## src/rtl/clk_div_pkg.sv

```systemverilog
// Shared definitions for the divided-clock monitor: FSM state encoding,
// default counter width and a helper for sizing the lock-run counter.
`timescale 1ns/1ps
package clk_div_pkg;

    // Default width of the period / high-time counters.
    localparam int CNT_W_DEF = 8;

    // Monitor FSM states.
    typedef enum logic [1:0] {
        IDLE      = 2'd0,
        WAIT_EDGE = 2'd1,
        MEASURE   = 2'd2,
        LOCKED    = 2'd3
    } mon_state_e;

    // Bits needed to count matching periods up to lock_cnt inclusive.
    function automatic int run_width(input int lock_cnt);
        int w;
        w = $clog2(lock_cnt + 1);
        return (w < 1) ? 1 : w;
    endfunction

endpackage

```

## src/rtl/sync_2ff.sv

```systemverilog
// Generic two-flop synchronizer for bringing asynchronous signals into clk.
// Each bit is synchronized independently; no relationship between bits of a
// multi-bit input is preserved.
`timescale 1ns/1ps
module sync_2ff #(
    parameter int WIDTH = 1
) (
    input  logic             clk,
    input  logic             rstn,
    input  logic [WIDTH-1:0] d_i,
    output logic [WIDTH-1:0] q_o
);

    genvar gi;
    generate
        for (gi = 0; gi < WIDTH; gi++) begin : g_bit
            logic s1_q;
            logic s2_q;

            // Two-stage capture of one asynchronous bit.
            always_ff @(posedge clk or negedge rstn) begin
                if (!rstn) begin
                    s1_q <= 1'b0;
                    s2_q <= 1'b0;
                end else begin
                    s1_q <= d_i[gi];
                    s2_q <= s1_q;
                end
            end

            assign q_o[gi] = s2_q;
        end
    endgenerate

endmodule

```

## src/rtl/clk_div_mon.sv

```systemverilog
// Divided-clock monitor. Samples clk_div_in in the source clk domain, measures
// the period and high time between successive rising edges, declares lock
// after LOCK_CNT consecutive periods of DIV_N, and raises a sticky err on a
// wrong period or a stopped clock (no rise within TIMEOUT cycles).
// Optional build macro CLK_DIV_MON_DUTY_CHK_EN: also require the measured high
// time to be DIV_N/2 or (DIV_N+1)/2, treating a violation as a bad period.
`timescale 1ns/1ps
module clk_div_mon
    import clk_div_pkg::*;
#(
    parameter int DIV_N    = 5,
    parameter int LOCK_CNT = 4,
    parameter int CNT_W    = CNT_W_DEF,
    parameter int TIMEOUT  = 2 * DIV_N
) (
    input  logic             clk,
    input  logic             rstn,
    input  logic             clk_div_in,
    input  logic             enable,
    output logic [CNT_W-1:0] period_cnt,
    output logic [CNT_W-1:0] high_cnt,
    output logic             period_vld,
    output logic             locked,
    output logic             err
);

    localparam int               RUN_W     = run_width(LOCK_CNT);
    localparam logic [CNT_W-1:0] CNT_ONE   = CNT_W'(1);
    localparam logic [CNT_W-1:0] CNT_MAX   = {CNT_W{1'b1}};
    localparam logic [CNT_W-1:0] DIV_N_C   = CNT_W'(DIV_N);
    localparam logic [CNT_W-1:0] TIMEOUT_C = CNT_W'(TIMEOUT);
    localparam logic [RUN_W-1:0] RUN_ONE   = RUN_W'(1);
    localparam logic [RUN_W-1:0] LOCK_C    = RUN_W'(LOCK_CNT);

    mon_state_e       state_q, state_d;
    logic             s2;
    logic             s3_q;
    logic             rise;
    logic [CNT_W-1:0] cnt_q, cnt_d;
    logic [CNT_W-1:0] hcnt_q, hcnt_d;
    logic [RUN_W-1:0] run_q, run_d;
    logic [CNT_W-1:0] period_cnt_q, period_cnt_d;
    logic [CNT_W-1:0] high_cnt_q, high_cnt_d;
    logic             period_vld_q, period_vld_d;
    logic             err_q, err_d;
    logic             duty_bad;
    logic             meas_bad;
    logic             timeout_hit;

    // Bring the divided clock into the clk domain (s1, s2).
    sync_2ff #(
        .WIDTH (1)
    ) u_sync (
        .clk  (clk),
        .rstn (rstn),
        .d_i  (clk_div_in),
        .q_o  (s2)
    );

    // History flop (s3) for edge detection on the synchronized level.
    always_ff @(posedge clk or negedge rstn) begin
        if (!rstn) begin
            s3_q <= 1'b0;
        end else begin
            s3_q <= s2;
        end
    end

    // The fixed synchronizer latency delays every edge equally, so periods
    // measured between rises are exact. A fall needs no explicit decode: the
    // high counter simply stops advancing once s2 is low.
    assign rise = s2 & ~s3_q;

`ifdef CLK_DIV_MON_DUTY_CHK_EN
    localparam logic [CNT_W-1:0] HIGH_LO = CNT_W'(DIV_N / 2);
    localparam logic [CNT_W-1:0] HIGH_HI = CNT_W'((DIV_N + 1) / 2);
    // Odd dividers may produce either half of the period as the high time.
    assign duty_bad = (hcnt_q != HIGH_LO) && (hcnt_q != HIGH_HI);
`else
    assign duty_bad = 1'b0;
`endif

    assign meas_bad    = (cnt_q != DIV_N_C) || duty_bad;
    assign timeout_hit = (cnt_q >= TIMEOUT_C);

    // FSM state register.
    always_ff @(posedge clk or negedge rstn) begin
        if (!rstn) begin
            state_q <= IDLE;
        end else begin
            state_q <= state_d;
        end
    end

    // Counters, measurement registers and status flags.
    always_ff @(posedge clk or negedge rstn) begin
        if (!rstn) begin
            cnt_q        <= '0;
            hcnt_q       <= '0;
            run_q        <= '0;
            period_cnt_q <= '0;
            high_cnt_q   <= '0;
            period_vld_q <= 1'b0;
            err_q        <= 1'b0;
        end else begin
            cnt_q        <= cnt_d;
            hcnt_q       <= hcnt_d;
            run_q        <= run_d;
            period_cnt_q <= period_cnt_d;
            high_cnt_q   <= high_cnt_d;
            period_vld_q <= period_vld_d;
            err_q        <= err_d;
        end
    end

    // Next-state and measurement logic; enable low overrides everything.
    always_comb begin
        state_d      = state_q;
        cnt_d        = rise ? CNT_ONE
                            : ((cnt_q == CNT_MAX) ? cnt_q : cnt_q + CNT_ONE);
        hcnt_d       = rise ? CNT_ONE
                            : ((s2 && (hcnt_q != CNT_MAX)) ? hcnt_q + CNT_ONE : hcnt_q);
        run_d        = run_q;
        period_cnt_d = period_cnt_q;
        high_cnt_d   = high_cnt_q;
        period_vld_d = 1'b0;
        err_d        = err_q;

        if (!enable) begin
            state_d      = IDLE;
            cnt_d        = '0;
            hcnt_d       = '0;
            run_d        = '0;
            period_cnt_d = '0;
            high_cnt_d   = '0;
            err_d        = 1'b0;
        end else begin
            unique case (state_q)
                IDLE: begin
                    cnt_d   = '0;
                    hcnt_d  = '0;
                    run_d   = '0;
                    err_d   = 1'b0;
                    state_d = WAIT_EDGE;
                end
                WAIT_EDGE: begin
                    // The first rise only marks a period start; the partial
                    // period before it is never reported.
                    if (rise) begin
                        state_d = MEASURE;
                    end
                end
                MEASURE, LOCKED: begin
                    if (rise) begin
                        period_cnt_d = cnt_q;
                        high_cnt_d   = hcnt_q;
                        period_vld_d = 1'b1;
                        if (meas_bad) begin
                            run_d   = '0;
                            err_d   = 1'b1;
                            state_d = MEASURE;
                        end else if (state_q == MEASURE) begin
                            run_d = run_q + RUN_ONE;
                            if (run_d == LOCK_C) begin
                                state_d = LOCKED;
                            end
                        end
                    end else if (timeout_hit) begin
                        run_d   = '0;
                        err_d   = 1'b1;
                        state_d = WAIT_EDGE;
                    end
                end
                default: begin
                    state_d = IDLE;
                end
            endcase
        end
    end

    assign period_cnt = period_cnt_q;
    assign high_cnt   = high_cnt_q;
    assign period_vld = period_vld_q;
    assign locked     = (state_q == LOCKED);
    assign err        = err_q;

endmodule

```

## config.mk

```make
export PLATFORM = sky130hd
export DESIGN_NAME = clk_div_mon
export DESIGN_NICKNAME = d
export VERILOG_FILES = /design/src/rtl/clk_div_pkg.sv /design/src/rtl/sync_2ff.sv /design/src/rtl/clk_div_mon.sv
export SDC_FILE = /design/constraint.sdc
export NUM_CORES = 1
export LEC_CHECK = 0
export CORE_MARGIN = 2
export CORE_UTILIZATION = 56
export CTS_BUF_LIST = sky130_fd_sc_hd__clkbuf_8
export CTS_CLUSTER_DIAMETER = 100
export DETAILED_ROUTE_END_ITERATION = 8
export PLACE_DENSITY = 0.78
export RECOVER_POWER = 25
export SLEW_MARGIN = 25
export SYNTH_ARGS = -nofsm -noshare
export SYNTH_HDL_FRONTEND = slang
export SYNTH_SLANG_ARGS = --single-unit
```

## constraint.sdc

```tcl
create_clock -name clk -period 4.45 [get_ports clk]
set_clock_uncertainty 0.15 [all_clocks]
set_input_delay 1.335 -clock clk [delete_from_list [all_inputs] [get_ports clk]]
set_output_delay 1.335 -clock clk [all_outputs]
set_load 0.005 [all_outputs]
```

==> run_1/clock_wires.png <==
Scale: 8 px per um.
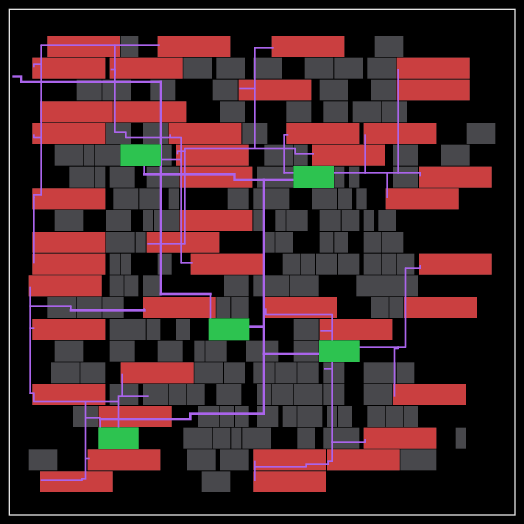
red -> flip-flops  # count 42
green -> clock-net drivers  # count 5
purple -> clock wires  # length 474 um
routed clock nets = 6
share of power burned in the clock network: 36.2%
clk latency late pin: 0.30 ns
clk pwr: 0.244 mW

==> run_1/class_map.png <==
Scale: 4 px per um.
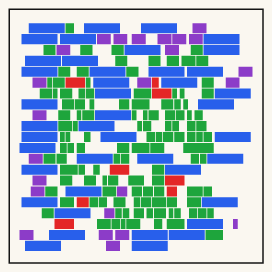
red -> clock drivers and dummy loads  # cells 8, share of their area 4.0%
green -> remaining logic cells  # cells 119, share of their area 39%
blue -> registers  # cells 42, share of their area 47%
purple -> remaining buffers and delay cells  # cells 24, share of their area 10%
cell area after layout: 0.002293 mm2
share of cell area taken by flip-flops and latches: 45.83%

==> run_1/port_trees.png <==
Scale: 8 px per um.
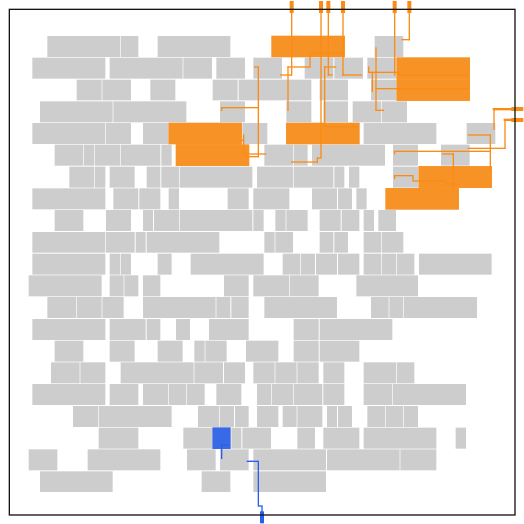
orange -> period_cnt  # direction output, edge 6 top, 2 right, end cells 8, buffers 8, wire 199 um
blue -> locked  # direction output, edge bottom, end cells 1, buffers 1, wire 10.8 um
Port Buffer Count: 22
total I/O pin count: 23

==> run_1/clock_nets.png <==
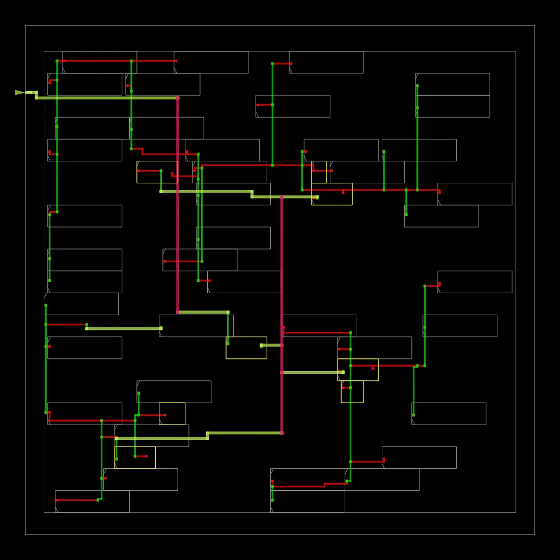
number of clock sinks seen by CTS: 42
number of sequential cells: 42
number of buffers inserted during clock tree synthesis: 5
number of clock buffers in the layout: 5

==> flow_summary.toml, run 1 <==
# yosys + openroad results
[route]
drt_iter0_markers = 74
routed-via-count = 1432
detail-route-antenna-nets = 0

[setup_path]
critPathTopFamily = "buffers and inverters"
crit_slowest_cell = "sky130_fd_sc_hd__clkbuf_1"
crit_path_start_kind = "input port"
worst_ep_required_time_ns = 4.28
critical_path_class = "in -> async"
cp_cell_sequence = "clkbuf_1"
highest_fanout_seen_on_the_critical_path = 42
critPathMaxStageDelay_ns = 1.49

[yosys]
synth-warning-count = 0
synth_async_sr_flop_share_pct = 100.0
post_synth_mux_area_share_pct = 2.692
synth-main-ff-cell = "sky130_fd_sc_hd__dfrtp_1"
ys_sh_aoi_pct = 19.68
yosys.area_share.adder_pct = 3.846

[floorplan]
fp_util_pct = 58.49
die_width_um = 63.04
row_count = 21
die_h_um = 63.04

[clock_network]
number_of_gates_resized_after_cts = 0
ctsHtreeMaxLevel = 2
clockBufferDepth = 2

[outcome]
violations_in_the_final_reports = "capacitance limit, slew limit"
status = "finished, violations left"

[run]
maxCapViolCount = 1

[place]
place_worst_setup_slack_ns = 1.163
place.detailed.hpwl_um = 2552

[final_timing]
setup_viol_count_final = 0
max-slew-margin-rel_pct = -41.24
maxSlewViolCount = 43
finalWorstPathRequiredPeriod_ns = 3.007

[power_and_ir_drop]
sequential_power_share_pct = 58.4
net_sw_share_pct = 24.29

[grt]
grt_pass1_wl_um = 6624
grt_use_total_pct = 21.59
## run 1: routing by layer
metal	up-vias	share of wire (%)	track usage (%)
met5	-	0	0
met4	0	1.7	9.167
met3	8	4.0	6.306
met2	34	49	34.18
met1	716	45	27.69
li1	674	-	-
## run 1: layout make-up
cell class	instances	area, um2	area share (%)
inverter	4	15.01	0.6547
clock inverter	3	21.27	0.9274
multi-input combinational	115	850.8	37.10
timing repair buffer	24	229.0	9.984
sequential	42	1051	45.83
clock buffer	5	68.82	3.001
tap	46	57.56	2.510
## run 1: cells in the mapped netlist (2+ instances only)
| cell | n |
|---|---|
| sky130_fd_sc_hd__dfrtp_1 | 42 |
| sky130_fd_sc_hd__mux2_2 | 2 |
| sky130_fd_sc_hd__o31ai_1 | 2 |
| sky130_fd_sc_hd__and4_1 | 3 |
| sky130_fd_sc_hd__buf_2 | 4 |
| sky130_fd_sc_hd__a22o_1 | 16 |
| sky130_fd_sc_hd__xor2_1 | 5 |
| sky130_fd_sc_hd__inv_1 | 4 |
| sky130_fd_sc_hd__and2_1 | 2 |
| sky130_fd_sc_hd__a211oi_1 | 2 |
| sky130_fd_sc_hd__nand2b_1 | 2 |
| sky130_fd_sc_hd__a31oi_1 | 4 |
| sky130_fd_sc_hd__o21ai_0 | 11 |
| sky130_fd_sc_hd__ha_1 | 6 |
| sky130_fd_sc_hd__mux2i_1 | 3 |
| sky130_fd_sc_hd__and3_2 | 4 |
| sky130_fd_sc_hd__nand4_1 | 3 |
| sky130_fd_sc_hd__o211ai_1 | 2 |
| sky130_fd_sc_hd__nor2b_1 | 5 |
| sky130_fd_sc_hd__nand2_1 | 6 |
| sky130_fd_sc_hd__nor2_1 | 8 |
| sky130_fd_sc_hd__a21oi_1 | 3 |
| sky130_fd_sc_hd__nand3_1 | 4 |
| sky130_fd_sc_hd__or3_1 | 2 |
## run 1: power by group through the flow
stage                     logic [mW]  registers, mW  clock network, mW
after CTS                     0.0372          0.393              0.252
after detailed placement      0.0371          0.401                  0
final                         0.0363          0.393              0.244
after floorplan               0.0220          0.398                  0
after global routing          0.0414          0.395              0.266
after global placement        0.0359          0.401                  0
## run 1: final timing paths
kind	from	to	slack, ns	depth (start not counted)
setup reg to reg	cnt_q[0]	run_q[0]	2.31	6
hold reg to reg	u_sync.g_bit[0].s1_q	u_sync.q_o	0.20	0
min in group asynchronous	rstn	cnt_q[3]	1.49	1
setup / recovery	rstn	high_cnt[0]	1.44	1
hold / removal	u_sync.g_bit[0].s1_q	u_sync.q_o	0.20	0
max in group clk	enable	hcnt_q[7]	1.47	5
## run 1: layout by cell type, fill, tap and decap left out, drive strengths merged, types with 3 or more instances in the layout
master | netlist | layout
dfrtp | 42 | 42
clkdlybuf4s50 | 0 | 21
a22o | 16 | 16
o21ai | 12 | 12
nor2 | 8 | 8
nand2 | 6 | 6
ha | 6 | 6
clkbuf | 1 | 6
nor2b | 5 | 5
xor2 | 5 | 5
and3 | 5 | 5
inv | 4 | 4
nand3 | 4 | 4
a31oi | 4 | 4
and4 | 3 | 3
nand4 | 3 | 3
a21oi | 3 | 3
mux2i | 3 | 3
==> run_1/m3.png <==
Scale: 6 px per um.
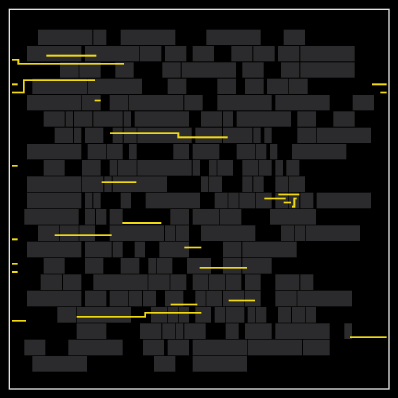

==> inputs of run 2 (changes only) <==
==> constraint.sdc (replaced) <==
create_clock -name clk -period 3.11 [get_ports clk]
set_clock_uncertainty 0.15 [all_clocks]
set_input_delay 0.933 -clock clk [delete_from_list [all_inputs] [get_ports clk]]
set_output_delay 0.933 -clock clk [all_outputs]
set_load 0.005 [all_outputs]
==> run_2/m3.png <==
Scale: 6 px per um.
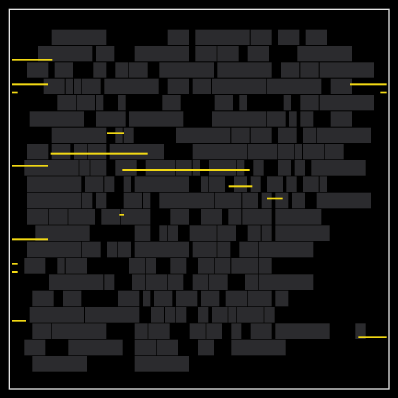
nets with wire on the layer = 14
main direction = horizontal
share of all routed wire = 2.3%
met3 demand-to-capacity share in global routing: 3.604%
final wirelength: 3746 um

==> run_2/clock_nets.png <==
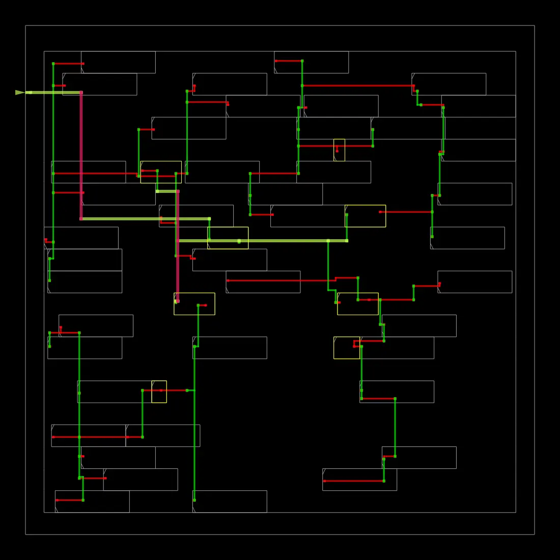
clk pwr: 0.333 mW
clk latency late pin: 0.28 ns

==> run 2 against run 1 <==
Compared with the run above: the run now ends clean; first-iteration DRC count grew 9.5%; die area is the same; global-route usage shrank 0.68 points; synthesized cell count is the same; critical endpoint is now locked; largest cell class unchanged; largest power group unchanged; highest routed layer unchanged.
==> flow_summary.toml, run 2 <==
# yosys + openroad results
[final_timing]
max-slew-margin-rel_pct = 33.73
final.setup.worst_slack_ns = 0.5813
setup_viol_count_final = 0
finalWorstPathRequiredPeriod_ns = 2.529
maxSlewViolCount = 0

[floorplan]
row_count = 21
die_width_um = 63.04
io_pins = 23
die_h_um = 63.04
core_outline_area_mm2 = 0.003337
fp_util_pct = 58.49

[setup_path]
r2r_slack_ns = 0.95
critPathMaxStageDelay_ns = 0.50
regToRegStartpoint = "cnt_q[0]"
crit_slowest_cell = "sky130_fd_sc_hd__clkdlybuf4s50_1"
crit_path_start_kind = "register"
worst_ep_required_time_ns = 2.03
rr_worst_depth = 6
critical_path_class = "reg -> out"
cp_cell_sequence = "and2_1 -> clkdlybuf4s50_1"
critPathTopFamily = "buffers and inverters"
highest_fanout_seen_on_the_critical_path = 10
crit-reg2reg-capture = "run_q[0]"

[place]
place.detailed.hpwl_um = 2660
place.gp.congestion = 0.8575

[clock_network]
number_of_buffers_inserted_during_clock_tree_synthesis = 5
clockBufferDepth = 2
ctsHtreeMaxLevel = 2
worst_setup_hold_path_clk_slew_ns = 0.07
clock_tree.root_cell = "sky130_fd_sc_hd__clkbuf_8"
tritoncts_num_sinks = 42

[run]
openroad.warnings = 29
maxCapViolCount = 0

[outcome]
status = "complete, no violations"

[min_path]
whs_endpoint = "u_sync.q_o"
hold_path.class = "reg -> reg"
min_from = "u_sync.g_bit[0].s1_q"

[route]
detail-route-antenna-nets = 0
drt_iter0_markers = 81
routed-via-count = 1426

[yosys]
synth_dominant_cell_count = "sky130_fd_sc_hd__dfrtp_1"
synth-warning-count = 0
synth-main-ff-cell = "sky130_fd_sc_hd__dfrtp_1"
synth.top_cells.by_count = "sky130_fd_sc_hd__dfrtp_1 (42), sky130_fd_sc_hd__a22o_1 (16), sky130_fd_sc_hd__o21ai_0 (11)"

[grt]
grt_pass1_wl_um = 6658
grt_use_total_pct = 20.91

[finish]
layout.cells.most_common = "sky130_fd_sc_hd__dfrtp_1"
final_cell_mix = "sky130_fd_sc_hd__dfrtp_1 (42), sky130_fd_sc_hd__clkdlybuf4s50_1 (21), sky130_fd_sc_hd__a22o_1 (16)"
==> run_2/clock_wires.png <==
Scale: 8 px per um.
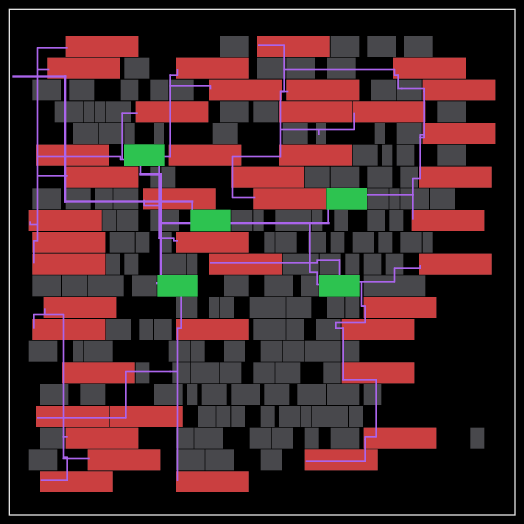
green -> clock-net drivers  # count 5
purple -> clock wires  # length 434 um
red -> flip-flops  # count 42
flops lie = spread over the die
routed clock nets = 6
share of power burned in the clock network: 35.0%

## run 2: cell count changes in the layout (fill, tap and decap cells not counted), sizes merged
cell | before | now
clkinvlp | 1 | 0
inv | 4 | 5
buf | 2 | 3
## run 2: power by group
part | internal, mW | switching, mW | leakage [nW]
clock | 0.155 | 0.178 | 0.0493
combinational | 0.0208 | 0.0339 | 0.444
sequential | 0.553 | 0.0103 | 0.576
total | 0.728 | 0.222 | 1.07
## run 2: final cells by class
class | count | area [um2] | area share, %
well taps | 46 | 57.56 | 2.504
multi-input cells | 115 | 850.8 | 37.02
repair buffers | 25 | 237.7 | 10.34
clock inverters | 3 | 17.52 | 0.7621
inverters | 4 | 15.01 | 0.6532
flip-flops and latches | 42 | 1051 | 45.73
clock buffers | 5 | 68.82 | 2.994
## run 2: layer usage
layer | up-vias | GRT usage [%] | share of wire [%]
met5 | - | 0 | 0
met4 | 0 | 5.556 | 0.77
met3 | 5 | 3.604 | 2.2
met2 | 20 | 37.50 | 51
met1 | 720 | 25.93 | 46
li1 | 681 | - | -
## run 2: cells by family after synthesis
group / count (synthesis) / share of synthesized area, %
compound gates: 52 / 19.68
xor+xnor: 6 / 2.692
fa+ha+maj: 6 / 3.846
buf+inv: 11 / 2.564
flops: 42 / 53.85
mux: 5 / 2.692
simple gates: 46 / 14.68
## run 2: how the worst max path moves through the flow
stage                     slack [ns]        end  cells past startpoint  startpoint
after detailed placement        0.45   run_q[2]                      5      enable
after floorplan                 1.00   run_q[2]                      5      enable
after global placement          0.52  hcnt_q[7]                      5      enable
final                           0.58     locked                      2  state_q[1]
after global routing            0.50     locked                      2  state_q[1]
after CTS                       0.58     locked                      2  state_q[1]
## run 2: per-stage QoR
stage               cells  area (um2)  hold WS [ns]  power, mW
finish                240        2298        0.2023     0.9505
global placement      232        2212        0.1843     0.6271
detailed placement    232        2212        0.1879     0.6297
CTS                   240        2298        0.2061     0.9622
global route          240        2298        0.2111     0.9949
floorplan             168        1952        0.1812     0.6015
==> run_2/class_map.png <==
Scale: 4 px per um.
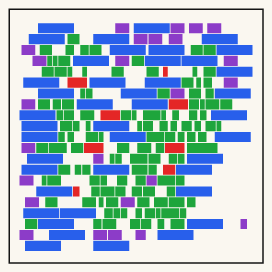

==> inputs of run 3 (changes only) <==
--- a/config.mk
+++ b/config.mk
@@ -6,11 +6,11 @@
 export NUM_CORES = 1
 export LEC_CHECK = 0
 export CORE_MARGIN = 2
-export CORE_UTILIZATION = 56
+export CORE_UTILIZATION = 52
 export CTS_BUF_LIST = sky130_fd_sc_hd__clkbuf_8
 export CTS_CLUSTER_DIAMETER = 100
 export DETAILED_ROUTE_END_ITERATION = 8
-export PLACE_DENSITY = 0.78
+export PLACE_DENSITY = 0.76
 export RECOVER_POWER = 25
 export SLEW_MARGIN = 25
 export SYNTH_ARGS = -nofsm -noshare
==> constraint.sdc (replaced) <==
create_clock -name clk -period 2.32 [get_ports clk]
set_clock_uncertainty 0.15 [all_clocks]
set_input_delay 0.696 -clock clk [delete_from_list [all_inputs] [get_ports clk]]
set_output_delay 0.696 -clock clk [all_outputs]
set_load 0.005 [all_outputs]
==> run_3/class_map.png <==
Scale: 4 px per um.
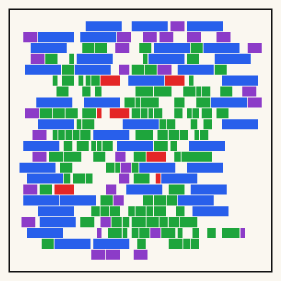
blue -> registers  # cells 42, share of their area 46%
green -> remaining logic cells  # cells 119, share of their area 38%
purple -> remaining buffers and delay cells  # cells 31, share of their area 12%
red -> clock drivers and dummy loads  # cells 7, share of their area 3.4%
core outline area: 0.003633 mm2
Final Util: 64.29%

==> run_3/clock_nets.png <==
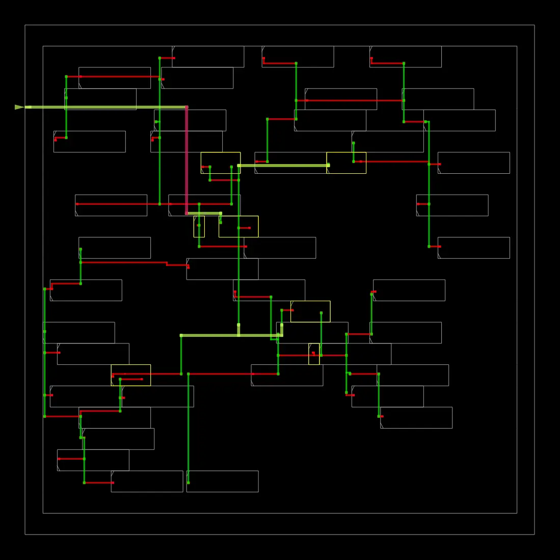
clk pwr: 0.416 mW

==> run 3 against run 2 <==
Compared with the run above: sequential power grew 34%; cell count grew 2.9%; worst hold slack gained 0.0049 ns; sequential share of layout area shrank 0.73 points; first-iteration DRC count shrank 7.4%; critical path depth is the same; utilization shrank 4.6 points; critical path type unchanged; largest cell class unchanged; largest power group unchanged.
==> flow_summary.toml, run 3 <==
# yosys + openroad results
[route]
routed-via-count = 1471
routed_wirelength_um = 3831
detail-route-antenna-nets = 0

[final_timing]
finalWorstPathRequiredPeriod_ns = 2.231
final.setup.worst_slack_ns = 0.08927
setup_viol_count_final = 0
fin_worst_hold_slack_ns = 0.2072
maxSlewViolCount = 0
max-slew-margin-rel_pct = 21.62

[floorplan]
fp_util_pct = 53.72
row_count = 22
die_h_um = 65.27
io_pins = 23

[finish]
design_area_mm2 = 0.002336
area.sequential_mm2 = 0.001051
layout.cells.most_common = "sky130_fd_sc_hd__dfrtp_1"
layout.cells.non_filler = 247
final_cell_mix = "sky130_fd_sc_hd__dfrtp_1 (42), sky130_fd_sc_hd__clkdlybuf4s50_1 (20), sky130_fd_sc_hd__a22o_1 (16)"
layout.area.comb_um2 = 855.8

[yosys]
synth-main-ff-cell = "sky130_fd_sc_hd__dfrtp_1"
synth_dominant_cell_count = "sky130_fd_sc_hd__dfrtp_1"
synth.top_cells.by_count = "sky130_fd_sc_hd__dfrtp_1 (42), sky130_fd_sc_hd__a22o_1 (16), sky130_fd_sc_hd__o21ai_0 (11)"

[outcome]
status = "complete, no violations"

[place]
place.detailed.hpwl_um = 2768
detailed_place.area_mm2 = 0.002260

[clock_network]
ctsHtreeMaxLevel = 2
number_of_buffers_inserted_during_clock_tree_synthesis = 5
clockBufferDepth = 2
insertion_delay_ns = 0.28
clock_tree.root_cell = "sky130_fd_sc_hd__clkbuf_8"
worst_setup_hold_path_clk_slew_ns = 0.07

[setup_path]
worst_ep_required_time_ns = 1.47
crit_path_start_kind = "register"
critical_path_class = "reg -> out"
highest_fanout_seen_on_the_critical_path = 7
critPathTopFamily = "buffers and inverters"
critical_path.n_buffers_inverters = 1
crit_slowest_cell = "sky130_fd_sc_hd__clkdlybuf4s50_1"

[run]
openroad.warnings = 29
maxCapViolCount = 0

[power_and_ir_drop]
comb_power_share_pct = 6.6
net_sw_share_pct = 22.30
clockPowerShare_pct = 33.2
sequential_power_share_pct = 60.2
intPower_mw = 0.9736

[grt]
grt_pass1_wl_um = 6665
grt_use_total_pct = 19.98

[min_path]
hold_path.class = "reg -> reg"
==> run_3/port_trees.png <==
Scale: 8 px per um.
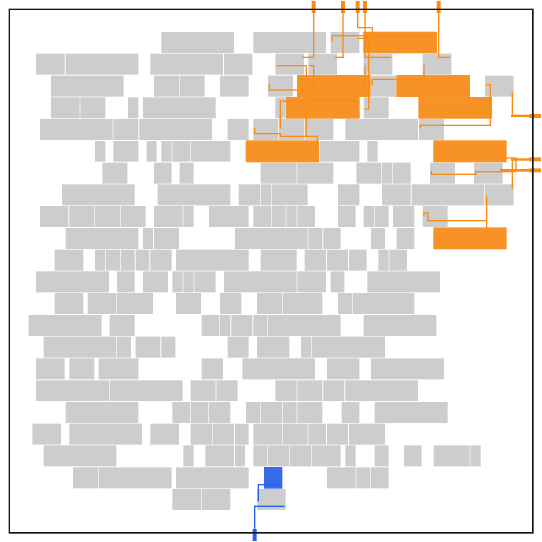
orange -> period_cnt  # direction output, edge 5 top, 3 right, end cells 8, buffers 8, wire 192 um
blue -> locked  # direction output, edge bottom, end cells 1, buffers 1, wire 11.4 um

## run 3: final timing paths
kind                       cells past startpoint                 start     endpoint  slack, ns
setup / recovery                               2            state_q[0]       locked       0.09
hold / removal                                 0  u_sync.g_bit[0].s1_q   u_sync.q_o       0.21
setup reg to reg                               6              cnt_q[0]     run_q[0]       0.21
hold reg to reg                                0  u_sync.g_bit[0].s1_q   u_sync.q_o       0.21
max in group asynchronous                      2                  rstn  high_cnt[3]       0.50
min in group asynchronous                      1                  rstn     run_q[1]       0.48
## run 3: cell type report
cell class,instances,area share [%]
Clock buffer,5,2.946
Clock inverter,2,0.3214
Inverter,4,0.6427
Multi-Input combinational cell,115,36.64
Sequential cell,42,44.99
Tap cell,48,2.571
Timing Repair Buffer,31,11.89
## run 3: routing by layer
| metal | up-vias | global-route usage [%] | share of wire [%] |
|---|---|---|---|
| met5 | - | 0 | 0 |
| met4 | 0 | 4.948 | 0.34 |
| met3 | 2 | 4.281 | 2.3 |
| met2 | 23 | 33.80 | 51 |
| met1 | 754 | 26.35 | 47 |
| li1 | 692 | - | - |
## run 3: cell families (layout without fill, tap and decap cells)
group                      after synthesis  after routing  synth area share (%)
AOI/OAI and AO/OA                       52             52                 19.68
and+or+nand+nor                         46             46                 14.68
DFF                                     42             42                 53.85
buffers and inverters                   11             42                 2.564
adders and majority gates                6              6                 3.846
xor gates and xnor gates                 6              6                 2.692
muxes                                    5              5                 2.692
## run 3: power by group through the flow
stage                     Combinational [mW]  Sequential, mW  Clock, mW
after CTS                             0.0854           0.753      0.438
final                                 0.0830           0.754      0.416
after detailed placement              0.0852           0.768          0
after global routing                  0.0928           0.755      0.466
after floorplan                       0.0422           0.764          0
after global placement                0.0821           0.767          0
## run 3: per-stage QoR
stage / util (%) / power [mW]
after floorplan: - / 0.8063
after global routing: 64.29 / 1.314
after global placement: 62.19 / 0.8491
after detailed placement: 62.19 / 0.8529
final: 64.29 / 1.253
after CTS: 64.29 / 1.276
## run 3: worst register-to-register path: stages (launching register included)
cell	delay, ns
sky130_fd_sc_hd__dfrtp_1	0.46
sky130_fd_sc_hd__inv_1	0.08
sky130_fd_sc_hd__ha_1	0.21
sky130_fd_sc_hd__o31ai_2	0.28
sky130_fd_sc_hd__and4_1	0.29
sky130_fd_sc_hd__o21a_1	0.19
sky130_fd_sc_hd__mux2_2	0.34
Power is estimated from default activity; no workload was simulated.
